===== src/rtl/retire_multi_if.sv =====
// -----------------------------------------------------------------------------
// retire_multi_if
// Bundle between the ROB head window and the N-wide commit stage.
//   master : ROB / consumer side (drives head-slot info and flush, reads commit)
//   slave  : retire_multi (reads head-slot info, drives commit information)
// Head-slot fields are packed per slot with slot 0 in the least significant
// field. Commit outputs use the same per-slot packing.
// -----------------------------------------------------------------------------
interface retire_multi_if #(
   parameter int RETIRE_WIDTH = 4,
   parameter int ROB_WIDTH    = 5,
   parameter int ARCH_W       = 5,
   parameter int PHY_W        = 6,
   parameter int SQ_W         = 4,
   parameter int ADDR_WIDTH   = 32
);
   localparam int CNT_W = $clog2(RETIRE_WIDTH + 1);

   logic                             flush_i;
   logic [ROB_WIDTH-1:0]             rob_head_i;
   logic [RETIRE_WIDTH-1:0]          slot_finish_i;
   logic [3*RETIRE_WIDTH-1:0]        slot_kind_i;
   logic [ARCH_W*RETIRE_WIDTH-1:0]   slot_rd_arch_i;
   logic [PHY_W*RETIRE_WIDTH-1:0]    slot_rd_phy_old_i;
   logic [PHY_W*RETIRE_WIDTH-1:0]    slot_rd_phy_new_i;
   logic [SQ_W*RETIRE_WIDTH-1:0]     slot_store_id_i;
   logic [ADDR_WIDTH*RETIRE_WIDTH-1:0] slot_pc_i;
   logic [RETIRE_WIDTH-1:0]          slot_taken_i;
   logic [ADDR_WIDTH*RETIRE_WIDTH-1:0] slot_target_i;
   logic [RETIRE_WIDTH-1:0]          slot_mispredict_i;

   logic [CNT_W-1:0]                 retire_cnt_o;
   logic [RETIRE_WIDTH-1:0]          pr_valid_o;
   logic [ARCH_W*RETIRE_WIDTH-1:0]   rd_arch_o;
   logic [PHY_W*RETIRE_WIDTH-1:0]    rd_phy_old_o;
   logic [PHY_W*RETIRE_WIDTH-1:0]    rd_phy_new_o;
   logic [RETIRE_WIDTH-1:0]          store_valid_o;
   logic [SQ_W*RETIRE_WIDTH-1:0]     store_id_o;
   logic                             btb_valid_o;
   logic [ADDR_WIDTH-1:0]            btb_pc_o;
   logic [ADDR_WIDTH-1:0]            btb_target_o;
   logic                             btb_taken_o;
   logic                             redirect_o;
   logic [ADDR_WIDTH-1:0]            redirect_pc_o;
   logic                             done_o;
   logic [1:0]                       state_o;

   modport master (
      output flush_i, rob_head_i, slot_finish_i, slot_kind_i, slot_rd_arch_i,
             slot_rd_phy_old_i, slot_rd_phy_new_i, slot_store_id_i, slot_pc_i,
             slot_taken_i, slot_target_i, slot_mispredict_i,
      input  retire_cnt_o, pr_valid_o, rd_arch_o, rd_phy_old_o, rd_phy_new_o,
             store_valid_o, store_id_o, btb_valid_o, btb_pc_o, btb_target_o,
             btb_taken_o, redirect_o, redirect_pc_o, done_o, state_o
   );

   modport slave (
      input  flush_i, rob_head_i, slot_finish_i, slot_kind_i, slot_rd_arch_i,
             slot_rd_phy_old_i, slot_rd_phy_new_i, slot_store_id_i, slot_pc_i,
             slot_taken_i, slot_target_i, slot_mispredict_i,
      output retire_cnt_o, pr_valid_o, rd_arch_o, rd_phy_old_o, rd_phy_new_o,
             store_valid_o, store_id_o, btb_valid_o, btb_pc_o, btb_target_o,
             btb_taken_o, redirect_o, redirect_pc_o, done_o, state_o
   );
endinterface


===== src/rtl/retire_multi.sv =====
// -----------------------------------------------------------------------------
// retire_multi
// N-wide in-order commit stage. Each cycle it looks at the RETIRE_WIDTH oldest
// ROB entries and retires the longest eligible in-order prefix, reporting the
// count combinationally to the ROB and registering the commit information for
// rename/free-list, store queue, BTB and front-end redirect.
// Ports:
//   clk   : rising-edge clock
//   rst_n : asynchronous active-low reset
//   bus   : retire_multi_if.slave (head-slot inputs, flush, commit outputs)
// FSM: RUN (retiring), FLUSH (post-mispredict drain), HALT (after SYSTEM).
// -----------------------------------------------------------------------------
module retire_multi #(
   parameter int RETIRE_WIDTH = 4,
   parameter int ROB_WIDTH    = 5,
   parameter int ARCH_W       = 5,
   parameter int PHY_W        = 6,
   parameter int SQ_W         = 4,
   parameter int ADDR_WIDTH   = 32,
   parameter int MAX_STORES   = 1,
   parameter int FLUSH_LAT    = 2
) (
   input logic           clk,
   input logic           rst_n,
   retire_multi_if.slave bus
);
   localparam int CNT_W = $clog2(RETIRE_WIDTH + 1);
   localparam int FCW   = (FLUSH_LAT > 1) ? $clog2(FLUSH_LAT) : 1;
   localparam logic [FCW-1:0] FLUSH_LOAD = FCW'(FLUSH_LAT - 1);

   localparam logic [2:0] K_ALU    = 3'd1;
   localparam logic [2:0] K_LOAD   = 3'd2;
   localparam logic [2:0] K_STORE  = 3'd3;
   localparam logic [2:0] K_BRANCH = 3'd4;
   localparam logic [2:0] K_JUMP   = 3'd5;
   localparam logic [2:0] K_SYSTEM = 3'd6;

   typedef enum logic [1:0] {RUN = 2'd0, FLUSH = 2'd1, HALT = 2'd2} state_t;

   state_t                         state;
   logic [FCW-1:0]                 flush_cnt;

   logic [CNT_W-1:0]               retire_cnt;
   logic [RETIRE_WIDTH-1:0]        pr_nxt;
   logic [RETIRE_WIDTH-1:0]        st_nxt;
   logic [ARCH_W*RETIRE_WIDTH-1:0] rd_arch_nxt;
   logic [PHY_W*RETIRE_WIDTH-1:0]  old_nxt;
   logic [PHY_W*RETIRE_WIDTH-1:0]  new_nxt;
   logic [SQ_W*RETIRE_WIDTH-1:0]   sid_nxt;
   logic                           br_ret;
   logic                           br_mis;
   logic                           br_taken;
   logic [ADDR_WIDTH-1:0]          br_pc;
   logic [ADDR_WIDTH-1:0]          br_target;
   logic                           sys_ret;

   logic                           blocked;
   logic [2:0]                     kind;
   logic                           is_st;
   logic                           is_br;
   int                             stores;
   int                             branches;

   // The ROB handles index wrap, so the head index is not needed here.
   logic unused_head;
   assign unused_head = ^bus.rob_head_i;

   // Walk the head window oldest-first. Once a slot fails to retire, or a
   // retiring slot is a mispredicted branch/jump or a SYSTEM op, everything
   // younger is blocked. Store and branch counts are cumulative over the prefix
   // so a slot that would exceed a per-cycle port limit ends the prefix.
   always_comb begin
      retire_cnt  = '0;
      pr_nxt      = '0;
      st_nxt      = '0;
      rd_arch_nxt = '0;
      old_nxt     = '0;
      new_nxt     = '0;
      sid_nxt     = '0;
      br_ret      = 1'b0;
      br_mis      = 1'b0;
      br_taken    = 1'b0;
      br_pc       = '0;
      br_target   = '0;
      sys_ret     = 1'b0;
      kind        = 3'd0;
      is_st       = 1'b0;
      is_br       = 1'b0;
      stores      = 0;
      branches    = 0;
      blocked     = (state != RUN) || bus.flush_i;
      for (int i = 0; i < RETIRE_WIDTH; i++) begin
         kind  = bus.slot_kind_i[3*i +: 3];
         is_st = (kind == K_STORE);
         is_br = (kind == K_BRANCH) || (kind == K_JUMP);
         if (!blocked && bus.slot_finish_i[i] &&
             ((stores + int'(is_st)) <= MAX_STORES) &&
             ((branches + int'(is_br)) <= 1)) begin
            retire_cnt = retire_cnt + 1'b1;
            stores     = stores + int'(is_st);
            branches   = branches + int'(is_br);
            rd_arch_nxt[ARCH_W*i +: ARCH_W] = bus.slot_rd_arch_i[ARCH_W*i +: ARCH_W];
            old_nxt[PHY_W*i +: PHY_W]       = bus.slot_rd_phy_old_i[PHY_W*i +: PHY_W];
            new_nxt[PHY_W*i +: PHY_W]       = bus.slot_rd_phy_new_i[PHY_W*i +: PHY_W];
            // A jump only updates the mapping when it links to a real register.
            pr_nxt[i] = (kind == K_ALU) || (kind == K_LOAD) ||
                        ((kind == K_JUMP) && (bus.slot_rd_arch_i[ARCH_W*i +: ARCH_W] != '0));
            st_nxt[i] = is_st;
            if (is_st) begin
               sid_nxt[SQ_W*i +: SQ_W] = bus.slot_store_id_i[SQ_W*i +: SQ_W];
            end
            if (is_br) begin
               br_ret    = 1'b1;
               br_mis    = bus.slot_mispredict_i[i];
               br_taken  = bus.slot_taken_i[i];
               br_pc     = bus.slot_pc_i[ADDR_WIDTH*i +: ADDR_WIDTH];
               br_target = bus.slot_target_i[ADDR_WIDTH*i +: ADDR_WIDTH];
            end
            if (kind == K_SYSTEM) begin
               sys_ret = 1'b1;
            end
            if ((is_br && bus.slot_mispredict_i[i]) || (kind == K_SYSTEM)) begin
               blocked = 1'b1;
            end
         end else begin
            blocked = 1'b1;
         end
      end
   end

   assign bus.retire_cnt_o = retire_cnt;
   assign bus.state_o      = state;

   // Commit registers and the RUN/FLUSH/HALT FSM. An external flush wins over
   // mispredict/halt transitions but never leaves HALT; done_o is sticky.
   always_ff @(posedge clk or negedge rst_n) begin
      if (!rst_n) begin
         state             <= RUN;
         flush_cnt         <= '0;
         bus.pr_valid_o    <= '0;
         bus.rd_arch_o     <= '0;
         bus.rd_phy_old_o  <= '0;
         bus.rd_phy_new_o  <= '0;
         bus.store_valid_o <= '0;
         bus.store_id_o    <= '0;
         bus.btb_valid_o   <= 1'b0;
         bus.btb_pc_o      <= '0;
         bus.btb_target_o  <= '0;
         bus.btb_taken_o   <= 1'b0;
         bus.redirect_o    <= 1'b0;
         bus.redirect_pc_o <= '0;
         bus.done_o        <= 1'b0;
      end else begin
         bus.pr_valid_o    <= pr_nxt;
         bus.rd_arch_o     <= rd_arch_nxt;
         bus.rd_phy_old_o  <= old_nxt;
         bus.rd_phy_new_o  <= new_nxt;
         bus.store_valid_o <= st_nxt;
         bus.store_id_o    <= sid_nxt;
         bus.btb_valid_o   <= br_ret;
         bus.btb_pc_o      <= br_pc;
         bus.btb_target_o  <= br_target;
         bus.btb_taken_o   <= br_taken;
         bus.redirect_o    <= br_ret && br_mis;
         bus.redirect_pc_o <= (br_ret && br_mis) ? br_target : '0;
         if (bus.flush_i) begin
            if (state != HALT) begin
               state     <= RUN;
               flush_cnt <= '0;
            end
         end else begin
            case (state)
               RUN: begin
                  if (br_ret && br_mis) begin
                     state     <= FLUSH;
                     flush_cnt <= FLUSH_LOAD;
                  end else if (sys_ret) begin
                     state      <= HALT;
                     bus.done_o <= 1'b1;
                  end
               end
               FLUSH: begin
                  if (flush_cnt == '0) begin
                     state <= RUN;
                  end else begin
                     flush_cnt <= flush_cnt - 1'b1;
                  end
               end
               HALT: state <= HALT;
               default: state <= RUN;
            endcase
         end
      end
   end
endmodule


===== src/flat_wrapper.sv =====
// flat-port wrapper written by rule: the top's interface ports become plain ports
module retire_multi_flat 
#(
   parameter int RETIRE_WIDTH = 4,
   parameter int ROB_WIDTH    = 5,
   parameter int ARCH_W       = 5,
   parameter int PHY_W        = 6,
   parameter int SQ_W         = 4,
   parameter int ADDR_WIDTH   = 32,
   parameter int MAX_STORES   = 1,
   parameter int FLUSH_LAT    = 2
)
  (clk, rst_n, bus_flush_i, bus_rob_head_i, bus_slot_finish_i, bus_slot_kind_i, bus_slot_rd_arch_i, bus_slot_rd_phy_old_i, bus_slot_rd_phy_new_i, bus_slot_store_id_i, bus_slot_pc_i, bus_slot_taken_i, bus_slot_target_i, bus_slot_mispredict_i, bus_retire_cnt_o, bus_pr_valid_o, bus_rd_arch_o, bus_rd_phy_old_o, bus_rd_phy_new_o, bus_store_valid_o, bus_store_id_o, bus_btb_valid_o, bus_btb_pc_o, bus_btb_target_o, bus_btb_taken_o, bus_redirect_o, bus_redirect_pc_o, bus_done_o, bus_state_o);
  retire_multi_if #(.RETIRE_WIDTH(RETIRE_WIDTH), .ROB_WIDTH(ROB_WIDTH), .ARCH_W(ARCH_W), .PHY_W(PHY_W), .SQ_W(SQ_W), .ADDR_WIDTH(ADDR_WIDTH)) bus_i ();
  input logic clk;
  input logic rst_n;
  input wire logic [$bits(bus_i.flush_i)-1:0] bus_flush_i;
  input wire logic [$bits(bus_i.rob_head_i)-1:0] bus_rob_head_i;
  input wire logic [$bits(bus_i.slot_finish_i)-1:0] bus_slot_finish_i;
  input wire logic [$bits(bus_i.slot_kind_i)-1:0] bus_slot_kind_i;
  input wire logic [$bits(bus_i.slot_rd_arch_i)-1:0] bus_slot_rd_arch_i;
  input wire logic [$bits(bus_i.slot_rd_phy_old_i)-1:0] bus_slot_rd_phy_old_i;
  input wire logic [$bits(bus_i.slot_rd_phy_new_i)-1:0] bus_slot_rd_phy_new_i;
  input wire logic [$bits(bus_i.slot_store_id_i)-1:0] bus_slot_store_id_i;
  input wire logic [$bits(bus_i.slot_pc_i)-1:0] bus_slot_pc_i;
  input wire logic [$bits(bus_i.slot_taken_i)-1:0] bus_slot_taken_i;
  input wire logic [$bits(bus_i.slot_target_i)-1:0] bus_slot_target_i;
  input wire logic [$bits(bus_i.slot_mispredict_i)-1:0] bus_slot_mispredict_i;
  output wire logic [$bits(bus_i.retire_cnt_o)-1:0] bus_retire_cnt_o;
  output wire logic [$bits(bus_i.pr_valid_o)-1:0] bus_pr_valid_o;
  output wire logic [$bits(bus_i.rd_arch_o)-1:0] bus_rd_arch_o;
  output wire logic [$bits(bus_i.rd_phy_old_o)-1:0] bus_rd_phy_old_o;
  output wire logic [$bits(bus_i.rd_phy_new_o)-1:0] bus_rd_phy_new_o;
  output wire logic [$bits(bus_i.store_valid_o)-1:0] bus_store_valid_o;
  output wire logic [$bits(bus_i.store_id_o)-1:0] bus_store_id_o;
  output wire logic [$bits(bus_i.btb_valid_o)-1:0] bus_btb_valid_o;
  output wire logic [$bits(bus_i.btb_pc_o)-1:0] bus_btb_pc_o;
  output wire logic [$bits(bus_i.btb_target_o)-1:0] bus_btb_target_o;
  output wire logic [$bits(bus_i.btb_taken_o)-1:0] bus_btb_taken_o;
  output wire logic [$bits(bus_i.redirect_o)-1:0] bus_redirect_o;
  output wire logic [$bits(bus_i.redirect_pc_o)-1:0] bus_redirect_pc_o;
  output wire logic [$bits(bus_i.done_o)-1:0] bus_done_o;
  output wire logic [$bits(bus_i.state_o)-1:0] bus_state_o;
  assign bus_i.flush_i = bus_flush_i;
  assign bus_i.rob_head_i = bus_rob_head_i;
  assign bus_i.slot_finish_i = bus_slot_finish_i;
  assign bus_i.slot_kind_i = bus_slot_kind_i;
  assign bus_i.slot_rd_arch_i = bus_slot_rd_arch_i;
  assign bus_i.slot_rd_phy_old_i = bus_slot_rd_phy_old_i;
  assign bus_i.slot_rd_phy_new_i = bus_slot_rd_phy_new_i;
  assign bus_i.slot_store_id_i = bus_slot_store_id_i;
  assign bus_i.slot_pc_i = bus_slot_pc_i;
  assign bus_i.slot_taken_i = bus_slot_taken_i;
  assign bus_i.slot_target_i = bus_slot_target_i;
  assign bus_i.slot_mispredict_i = bus_slot_mispredict_i;
  assign bus_retire_cnt_o = bus_i.retire_cnt_o;
  assign bus_pr_valid_o = bus_i.pr_valid_o;
  assign bus_rd_arch_o = bus_i.rd_arch_o;
  assign bus_rd_phy_old_o = bus_i.rd_phy_old_o;
  assign bus_rd_phy_new_o = bus_i.rd_phy_new_o;
  assign bus_store_valid_o = bus_i.store_valid_o;
  assign bus_store_id_o = bus_i.store_id_o;
  assign bus_btb_valid_o = bus_i.btb_valid_o;
  assign bus_btb_pc_o = bus_i.btb_pc_o;
  assign bus_btb_target_o = bus_i.btb_target_o;
  assign bus_btb_taken_o = bus_i.btb_taken_o;
  assign bus_redirect_o = bus_i.redirect_o;
  assign bus_redirect_pc_o = bus_i.redirect_pc_o;
  assign bus_done_o = bus_i.done_o;
  assign bus_state_o = bus_i.state_o;
  retire_multi #(.RETIRE_WIDTH(RETIRE_WIDTH), .ROB_WIDTH(ROB_WIDTH), .ARCH_W(ARCH_W), .PHY_W(PHY_W), .SQ_W(SQ_W), .ADDR_WIDTH(ADDR_WIDTH), .MAX_STORES(MAX_STORES), .FLUSH_LAT(FLUSH_LAT)) u_core (.clk(clk), .rst_n(rst_n), .bus(bus_i));
endmodule

===== config.mk =====
export PLATFORM = sky130hd
export DESIGN_NAME = retire_multi_flat
export DESIGN_NICKNAME = d
export VERILOG_FILES = /design/src/rtl/retire_multi_if.sv /design/src/rtl/retire_multi.sv /design/src/flat_wrapper.sv
export SDC_FILE = /design/constraint.sdc
export NUM_CORES = 1
export LEC_CHECK = 0
export CAP_MARGIN = 40
export CORE_AREA = 2 2 224 226
export CTS_BUF_LIST = sky130_fd_sc_hd__clkbuf_8
export DETAILED_ROUTE_END_ITERATION = 6
export DIE_AREA = 0 0 226 228
export GPL_TIMING_DRIVEN = 0
export PLACE_DENSITY = 0.43
export SLEW_MARGIN = 40
export SYNTH_ARGS = -nofsm -noshare
export SYNTH_HDL_FRONTEND = slang
export SYNTH_SLANG_ARGS = --single-unit

===== constraint.sdc =====
create_clock -name clk -period 10.6 [get_ports clk]
set_clock_uncertainty 0.2 [all_clocks]
set_input_delay 2.12 -clock clk [delete_from_list [all_inputs] [get_ports clk]]
set_output_delay 2.12 -clock clk [all_outputs]
set_load 0.01 [all_outputs]

Fig. 1: the clock network
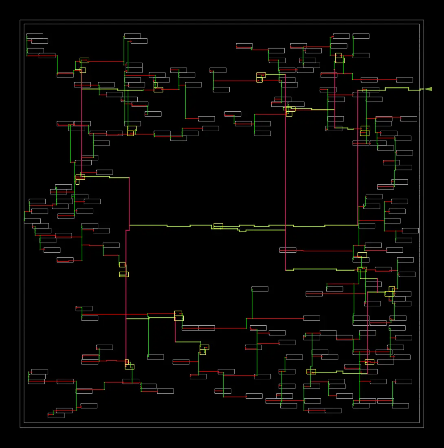
Seq Cell Count: 195
Late-Pin Clk Latency: 0.56 ns
clk pwr: 0.000490 W
Num CTS Buffers: 17
clk sink count: 195

Fig. 2: cells by drive strength
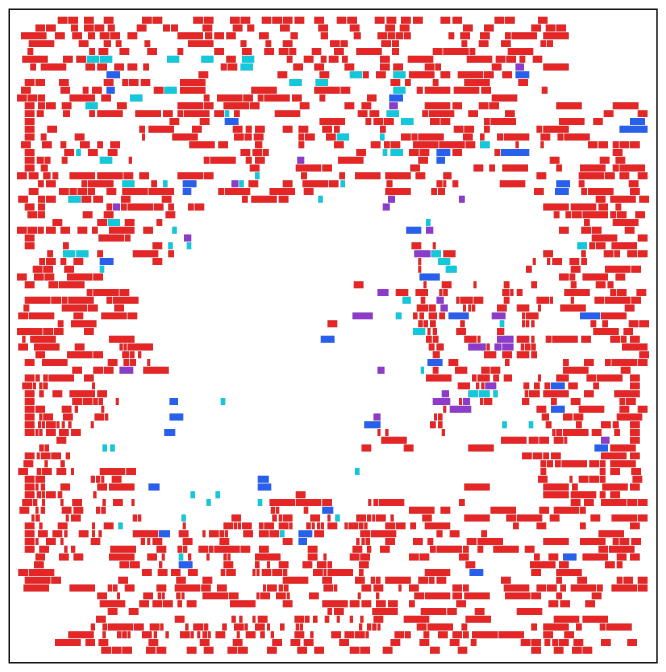
size	color	cells	share
_3 and _4 cells	purple	29	2.0%
_2 cells	cyan	66	4.6%
_6 and larger	blue	38	2.6%
_0 and _1 cells	red	1303	91%

==> results_dict.tcl <==
# yosys + openroad results
set metrics [dict create \
    worstReg2RegStart "u_core.bus.state_o[0]" \
    grt_usage_pct 16.8 \
    fin_area_um2 16100 \
    clock.fmax_mhz 97.7 \
    drv_cap 0 \
    cp_slowest_cell "or4b_4" \
    fin_tns_setup_ns 0 \
    fin_ws_ns 0.360 \
    synth-compound-area-share_pct 15.6 \
    lay_top_count "clkdlybuf4s50_1" \
    netlist_area_um2 9020 \
    fp-row-count 82 \
    dr.max_layer_used "met5" \
    placed_area_um2 15600 \
    whs_endpoint "u_core.flush_cnt" \
    routed-wl-met3_mm 3.45 \
    htree_levels 4 \
    ys_sh_xor_pct 0.291 \
    met1_length_mm 17.7 \
    critPathLaunch "bus_flush_i" \
    yosysUniqueCellTypes 56 \
    cts_hold_buf 0 \
    die_area_um2 51500 \
    yosysSeqAreaShare_pct 54.1 \
    pre_cts_slack_ns -1.95 \
    cp.arrival_ns 7.92 \
    avgSynthCellArea_um2 10.8 \
    switching_power_w 0.000377 \
    grt_pass1_vias 9184 \
    synthCells 834 \
    crit_required_ns 8.28 \
    critPathLaunchType "primary input" \
    crit_family "simple AND/OR/NAND/NOR gates" \
    place.detailed.hpwl_mm 34.7 \
    crit_buf_inv 9 \
    remaining_drc_errors 0 \
    die_h_um 228 \
    nFillCells 5133 \
    setup_viol 0 \
    critical_path_depth 28 \
    nWellTaps 672 \
    fin_hold_ws_ns 0.302 \
    core_um2 49300 \
    layout_top_cells "559 x clkdlybuf4s50_1, 195 x dfrtp_1, 115 x nand2_1" \
    hp-class "flip-flop to flip-flop" \
    worstMarginPinSlew_ns 0.700 \
    min-delay-start "u_core.flush_cnt" \
    synth_top_cell_by_count "dfrtp_1" \
    avgRoutedWirePerCell_um 20.5 \
    ir_drop_mv 0.0481 \
    final_nets 1810 \
    path_common_cell "ha_1" \
    period_minus_slack_ns 10.24 \
    internal_power_w 0.00107 \
    place_congestion 0.811 \
    rsz0062_at_grt "no" \
    grt_max_degree 67 \
    edf_count 0 \
    p_leak_nw 6.95 \
    fp_util_pct 18.3 \
    cts_root_buf "clkbuf_8" \
    grt_overflow 0 \
    dp.cells 2073 \
    rrSetupSlack_ns 3.87 \
    seqCellArea_um2 4880 \
    topCellsByArea "dfrtp_1 54%, and2_1 6.7%, nand2_1 4.8%, o211a_1 3.7%, mux2i_1 3.6%" \
    comb-power_w 0.000206 \
    power_w 0.00144 \
    outcome "finished, final reports clean" \
    mux_share_pct 3.80 \
    grt_pass1_wl_mm 62.0 \
    largest_registers "u_core.bus.btb_pc_o x32, u_core.bus.btb_target_o x32, u_core.bus.redirect_pc_o x32" \
    drive_gt1_share_pct 9.26 \
    synthSimpleGateAreaFrac_pct 20.1 \
    post_drt_via_cell_ratio 4.05 \
    finalHoldViolCount 0 \
    cp_max_fo 10 \
    pwr-share-clk_pct 33.9 \
    timing.rr.end "u_core.bus.redirect_pc_o[2]" \
    yosys_area_um2 9020 \
    sh_comb_area_pct 23.9 \
    combGateArea_um2 3840 \
    netlist_top_cells_count "195 x dfrtp_1, 115 x nand2_1, 96 x and2_1" \
    io_pins 569 \
    busiest_layer "met2" \
    r2r_cells 29 \
    switching_share_pct 26.1 \
    p_seq_share_pct 51.8 \
    post_cts_buffers 5 \
]
Fig. 3: clock distribution
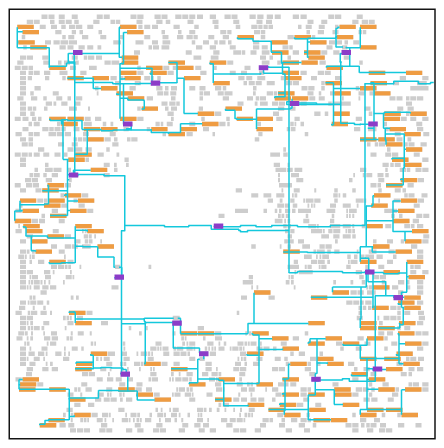
[flip-flops] orange | count: 195
[clock wires] cyan | length: 3420 um
[clock drivers] purple | count: 17
flops lie	all over the die
routed clock nets	18

Fig. 4: signal wires on met1
Supply wires on this layer in gray. Cells faint in the background.
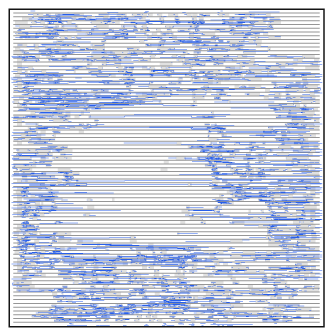
nets with wire on the layer	1607
longest straight run	79.6 um
wire length on this layer	17700 um
main direction	horizontal
share of all routed wire	41%
met1 Use GR: 19.7%
vias: 8549
Routed Wire Length: 43.3 mm

Power and IR drop assume default switching activity.
